### src/rtl/cnn_pool_stream_pkg.sv
// Shared geometry, widths and FSM state type for the pooled-output streamer.
// Pooled width/height and the counter widths are derived here from the conv geometry.
package cnn_pool_stream_pkg;

  localparam int OCH      = 2;
  localparam int OX       = 4;
  localparam int OY       = 4;
  localparam int DATA_LEN = 8;

  // An odd last column/row is dropped by the integer division.
  localparam int PX  = OX / 2;
  localparam int PY  = OY / 2;
  localparam int PXW = (PX > 1) ? $clog2(PX) : 1;
  localparam int PYW = (PY > 1) ? $clog2(PY) : 1;

  localparam int FMAP_W = OCH * OX * OY * DATA_LEN;
  localparam int PIX_W  = OCH * DATA_LEN;

  typedef enum logic {
    ST_IDLE = 1'b0,
    ST_RUN  = 1'b1
  } state_e;

  // Bit offset of element (c,y,x) inside the packed fmap.
  function automatic int elem_off(input int c, input int y, input int x);
    return ((c * OY + y) * OX + x) * DATA_LEN;
  endfunction

endpackage

### src/rtl/cnn_max4.sv
// Combinational signed max of four operands for one 2x2 pooling window.
// With CNN_POOL_RELU_EN defined, each operand is clamped at zero first.
module cnn_max4
  import cnn_pool_stream_pkg::*;
(
  input  logic signed [DATA_LEN-1:0] a,
  input  logic signed [DATA_LEN-1:0] b,
  input  logic signed [DATA_LEN-1:0] c,
  input  logic signed [DATA_LEN-1:0] d,
  output logic signed [DATA_LEN-1:0] y
);

  logic signed [DATA_LEN-1:0] ra, rb, rc, rd;
  logic signed [DATA_LEN-1:0] m0, m1;

`ifdef CNN_POOL_RELU_EN
  assign ra = a[DATA_LEN-1] ? '0 : a;
  assign rb = b[DATA_LEN-1] ? '0 : b;
  assign rc = c[DATA_LEN-1] ? '0 : c;
  assign rd = d[DATA_LEN-1] ? '0 : d;
`else
  assign ra = a;
  assign rb = b;
  assign rc = c;
  assign rd = d;
`endif

  assign m0 = (ra > rb) ? ra : rb;
  assign m1 = (rc > rd) ? rc : rd;
  assign y  = (m0 > m1) ? m0 : m1;

endmodule

### src/rtl/cnn_pool_stream.sv
// Captures one conv fmap, 2x2/stride-2 max-pools it (ReLU under CNN_POOL_RELU_EN)
// and streams pooled pixels in raster order over a valid/ready output.
module cnn_pool_stream
  import cnn_pool_stream_pkg::*;
(
  input  logic              clk,
  input  logic              reset,
  input  logic              i_in_valid,
  input  logic [FMAP_W-1:0] i_in_fmap,
  output logic              o_in_ready,
  output logic              o_ot_valid,
  input  logic              i_ot_ready,
  output logic [PIX_W-1:0]  o_ot_pix,
  output logic              o_ot_last,
  output logic              o_overrun,
  output state_e            o_dbg_state
);

  // Output handshake: a beat transfers on a rising edge where o_ot_valid and
  // i_ot_ready are both high; while valid is high and ready low, pix/last hold.

  state_e            state;
  logic [FMAP_W-1:0] fmap_q;
  logic [PXW-1:0]    px, sel_px;
  logic [PYW-1:0]    py, sel_py;
  logic              sel_last;
  logic [PIX_W-1:0]  pool_pix;

  // (px,py) names the pixel in the output register; sel_* is the next one to load.
  always_comb begin
    sel_px = px;
    sel_py = py;
    if (o_ot_valid) begin
      if (px == PXW'(PX - 1)) begin
        sel_px = '0;
        sel_py = py + PYW'(1);
      end else begin
        sel_px = px + PXW'(1);
      end
    end
    sel_last = (sel_px == PXW'(PX - 1)) && (sel_py == PYW'(PY - 1));
  end

  for (genvar c = 0; c < OCH; c++) begin : g_ch
    logic signed [DATA_LEN-1:0] w00, w01, w10, w11;
    always_comb begin
      w00 = fmap_q[elem_off(c, 2 * int'(sel_py),     2 * int'(sel_px))     +: DATA_LEN];
      w01 = fmap_q[elem_off(c, 2 * int'(sel_py),     2 * int'(sel_px) + 1) +: DATA_LEN];
      w10 = fmap_q[elem_off(c, 2 * int'(sel_py) + 1, 2 * int'(sel_px))     +: DATA_LEN];
      w11 = fmap_q[elem_off(c, 2 * int'(sel_py) + 1, 2 * int'(sel_px) + 1) +: DATA_LEN];
    end
    cnn_max4 u_max4 (
      .a (w00),
      .b (w01),
      .c (w10),
      .d (w11),
      .y (pool_pix[c*DATA_LEN +: DATA_LEN])
    );
  end

  always_ff @(posedge clk) begin
    if (reset) begin
      state      <= ST_IDLE;
      fmap_q     <= '0;
      px         <= '0;
      py         <= '0;
      o_ot_valid <= 1'b0;
      o_ot_pix   <= '0;
      o_ot_last  <= 1'b0;
      o_overrun  <= 1'b0;
      o_in_ready <= 1'b1;
    end else begin
      case (state)
        ST_IDLE: begin
          if (i_in_valid) begin
            fmap_q     <= i_in_fmap;
            px         <= '0;
            py         <= '0;
            o_in_ready <= 1'b0;
            state      <= ST_RUN;
          end
        end
        ST_RUN: begin
          if (i_in_valid) o_overrun <= 1'b1;
          if (!o_ot_valid || i_ot_ready) begin
            if (o_ot_valid && o_ot_last) begin
              o_ot_valid <= 1'b0;
              o_in_ready <= 1'b1;
              state      <= ST_IDLE;
            end else begin
              px         <= sel_px;
              py         <= sel_py;
              o_ot_pix   <= pool_pix;
              o_ot_last  <= sel_last;
              o_ot_valid <= 1'b1;
            end
          end
        end
        default: state <= ST_IDLE;
      endcase
    end
  end

  assign o_dbg_state = state;

endmodule

### config.mk
export PLATFORM = sky130hd
export DESIGN_NAME = cnn_pool_stream
export DESIGN_NICKNAME = d
export VERILOG_FILES = /design/src/rtl/cnn_pool_stream_pkg.sv /design/src/rtl/cnn_max4.sv /design/src/rtl/cnn_pool_stream.sv
export SDC_FILE = /design/constraint.sdc
export NUM_CORES = 1
export LEC_CHECK = 0
export ABC_AREA = 1
export CAP_MARGIN = 20
export CORE_UTILIZATION = 34
export CTS_BUF_LIST = sky130_fd_sc_hd__clkbuf_4
export CTS_CLUSTER_SIZE = 40
export DETAILED_ROUTE_END_ITERATION = 10
export SLEW_MARGIN = 20
export SYNTH_ARGS = -nofsm -noshare
export SYNTH_HDL_FRONTEND = slang
export SYNTH_SLANG_ARGS = --single-unit
### constraint.sdc
create_clock -name clk -period 4 [get_ports clk]
set_input_delay 0.8 -clock clk [delete_from_list [all_inputs] [get_ports clk]]
set_output_delay 0.8 -clock clk [all_outputs]
set_load 0.05 [all_outputs]
Fig. 1: run 1, routed clock nets over the placement
Scale bar: 50 microns.
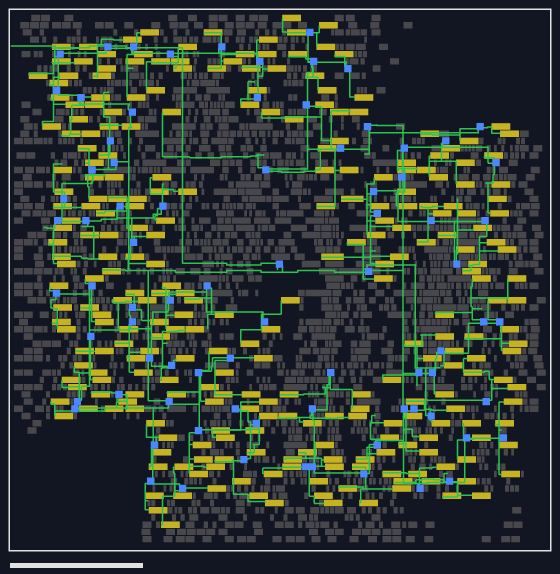
[flip-flops] yellow | count: 279
[clock-net drivers] blue | count: 80
[clock wires] green | length: 4300 microns
routed clock nets: 81
flops lie: spread over the die
Clock Skew: 0.0420 ns
clock share of power: 0.263

Fig. 2: run 1, metal layers overlaid
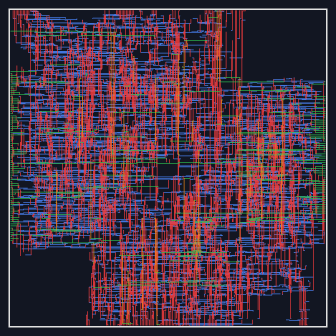
[M2] red | wire length: 23.4 mm
[M1] blue | wire length: 22.3 mm
[M4] orange | wire length: 1560 microns
[M3] green | wire length: 2930 microns

Fig. 3: run 1, nets reached from selected ports
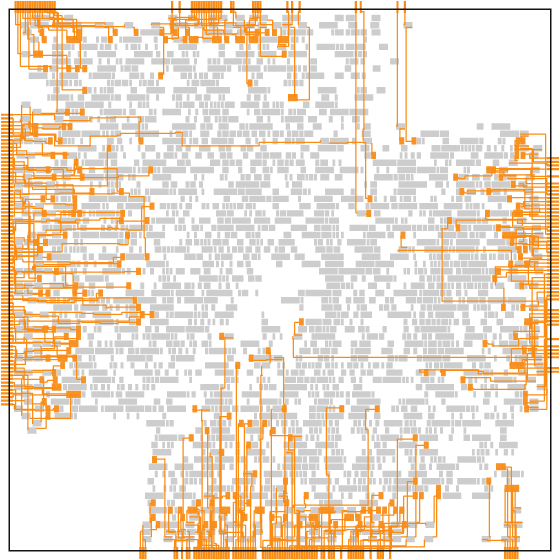
[`i_in_fmap`] orange | direction: input | edge: 81 west, 80 south, 50 east, 45 north | end cells: 256 | buffers: 256 | wire: 8170 microns
number of I/O port buffers: 280
I/O pin count: 281

==> reports/qor.yml, run 1 <==
fp_util: 0.345
layout_top_cell: "nand2_1"
tightest_slew_ns: 0.765
largest_register_ffs: 256
cts.sinks: 279
ys_warn_count: 0
firstDrtPassIters: 7
clock.latency.late_pin_ns: 0.75
post-place-ws_ns: -0.116
drv_cap: 0
syn_to_final_growth_pct: 47.3
cts_buffers: 80
violations: "negative setup slack"
ys_cells: 1979
place_area_sq_mm: 0.0176
via_count: 14700
wl_met3_microns: 2930
stdcell_count: 2963
mux_area_frac: 0
drv_slew: 0
reg_top3: "fmap_q x256, o_ot_pix x16"
netlist_top_cells_count: "nand2_1 (320), dfxtp_1 (279), o21ai_0 (270), a21oi_1 (226)"
syn-instance-count: 1979
total_power_w: 0.0104
hpwl_microns: 34100
reg2reg_to: "o_ot_pix[11]"
ys.flop_type: "dfxtp_1"
synth_top_cell_by_count: "nand2_1"
fin_ws_ns: -0.0902
ys_ff: 279
warning_count: 34
critical_path.top_delay_family: "simple AND/OR/NAND/NOR gates"
min_period_over_period: 1.02
num-nets-final: 2692
vias_per_cell: 4.95
clock_path_buffers: 3
grt_pass1_wl_microns: 73100
outcome: "finished with violations"
avgSynthCellArea_sq_um: 6.93
reg2reg_depth: 30
antenna_found_initial: 3
report.final.setup_viol: 15
fin_util: 0.509
cts-root-buf: "clkbuf_4"
r2r_start: "o_ot_valid"
max-vdd-ir-drop_uv: 214
crit_end: "o_ot_pix[11]"
run 1: area by class of cell:
type,count,area (sq um)
clock inverter,16,146
inverter,223,848
sequential,279,5590
multi-input combinational,1347,7450
fill,3901,19500
clock buffer,116,871
antenna,4,10.0
tap,525,657
timing repair buffer,453,4640
run 1: repair_timing:
item                       4_1_cts  5_1_grt
setup endpoints to repair       16       16
setup buffers                    1       38
pin swaps                        2      103
hold buffers                     0        0
resized                         13      188
cloned                           1       17
run 1: power breakdown:
| group | internal, W | switching, W |
|---|---|---|
| Sequential | 0.00305 | 0.000119 |
| Clock | 0.00151 | 0.00123 |
| Combinational | 0.00195 | 0.00255 |
run 1: routing by layer:
layer / vias up / global-route usage
met3: 91 / 0.0470
met1: 6734 / 0.289
li1: 7388 / -
met2: 457 / 0.365
met5: - / 0
met4: 0 / 0.0921
==> run 2: changes to the inputs <==
--- a/config.mk
+++ b/config.mk
@@ -11,6 +11,7 @@
 export CTS_BUF_LIST = sky130_fd_sc_hd__clkbuf_4
 export CTS_CLUSTER_SIZE = 40
 export DETAILED_ROUTE_END_ITERATION = 10
+export SKIP_LAST_GASP = 1
 export SLEW_MARGIN = 20
 export SYNTH_ARGS = -nofsm -noshare
 export SYNTH_HDL_FRONTEND = slang
Fig. 4: run 2, metal layers overlaid
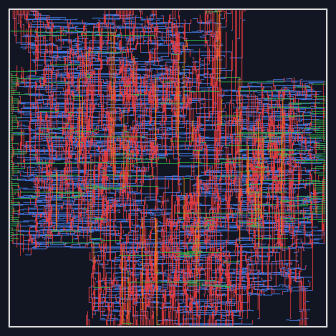
vias: 14700
Tot GR Track Use: 0.225
wire length per cell: 17.0 microns
WL final: 50200 microns

Fig. 5: run 2, routed clock nets over the placement
Scale bar: 50 microns.
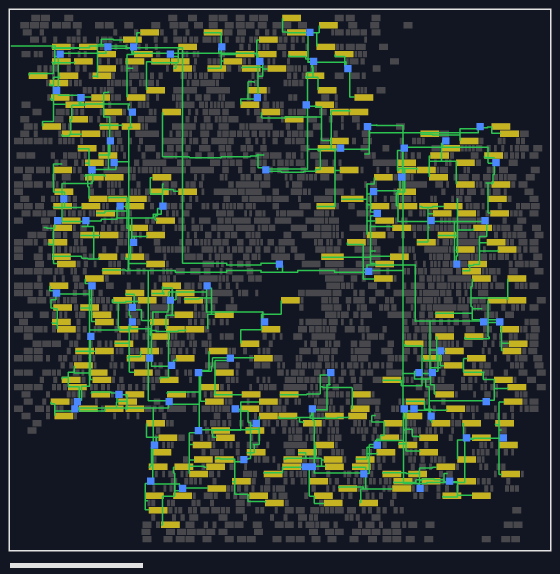
clock share of power: 0.264
Clock Skew: 0.0431 ns
clk_lat worst skew: 0.75 ns
P_clk: 0.00274 W

==> run 2 against run 1 <==
  * The run still ends with negative setup slack left
  * Die area did not move
  * Sequential power barely moved
  * Register-to-register slack got worse by 0.03 ns
  * Synthesized cell count did not move
  * Cell area barely moved
  * Critical path depth did not move
  * Sequential cell count did not move
  * Count of clock-buffer cells in the layout did not move
  * Combinational power barely moved
  * Critical path type unchanged
  * Highest routed layer unchanged
==> reports/qor.yml, run 2 <==
outcome: "finished with violations"
violations: "negative setup slack"
report.final.setup_viol: 15
syn-instance-count: 1979
pg_seq_w: 0.00317
fillers: 3903
sh_comb_area: 0.368
stdcell_count: 2962
clockNetworkAreaShare: 0.0503
place_area_sq_mm: 0.0176
inverters: 223
n_clock_buffer: 116
internal-power_w: 0.00650
cts.sinks: 279
pwr-share-seq: 0.305
multiInputGateArea_sq_mm: 0.00744
drv_cap: 0
syn_to_final_growth_pct: 47.2
total_power_w: 0.0104
fin_ws_ns: -0.119
ys_cells: 1979
num-multi-input-gates: 1347
run 2: metal layers:
| metal | GRT usage | routed length (microns) | share of wire | up-vias |
|---|---|---|---|---|
| met4 | 0.0921 | 1570 | 0.031 | 0 |
| met3 | 0.0470 | 2880 | 0.057 | 92 |
| met2 | 0.365 | 23600 | 0.47 | 458 |
| li1 | - | - | - | 7391 |
| met1 | 0.289 | 22200 | 0.44 | 6760 |
| met5 | 0 | 0 | 0 | - |
run 2: cell families (layout without fill, tap and decap cells):
| family | count (synthesis) | after routing | synth area share |
|---|---|---|---|
| compound gates | 576 | 576 | 0.219 |
| fa+ha+maj | 48 | 48 | 0.0438 |
| buf+inv | 353 | 808 | 0.107 |
| flops | 279 | 279 | 0.407 |
| other cells | 0 | 3 | 0 |
| simple gates | 723 | 723 | 0.223 |
Power and IR drop assume default switching activity.
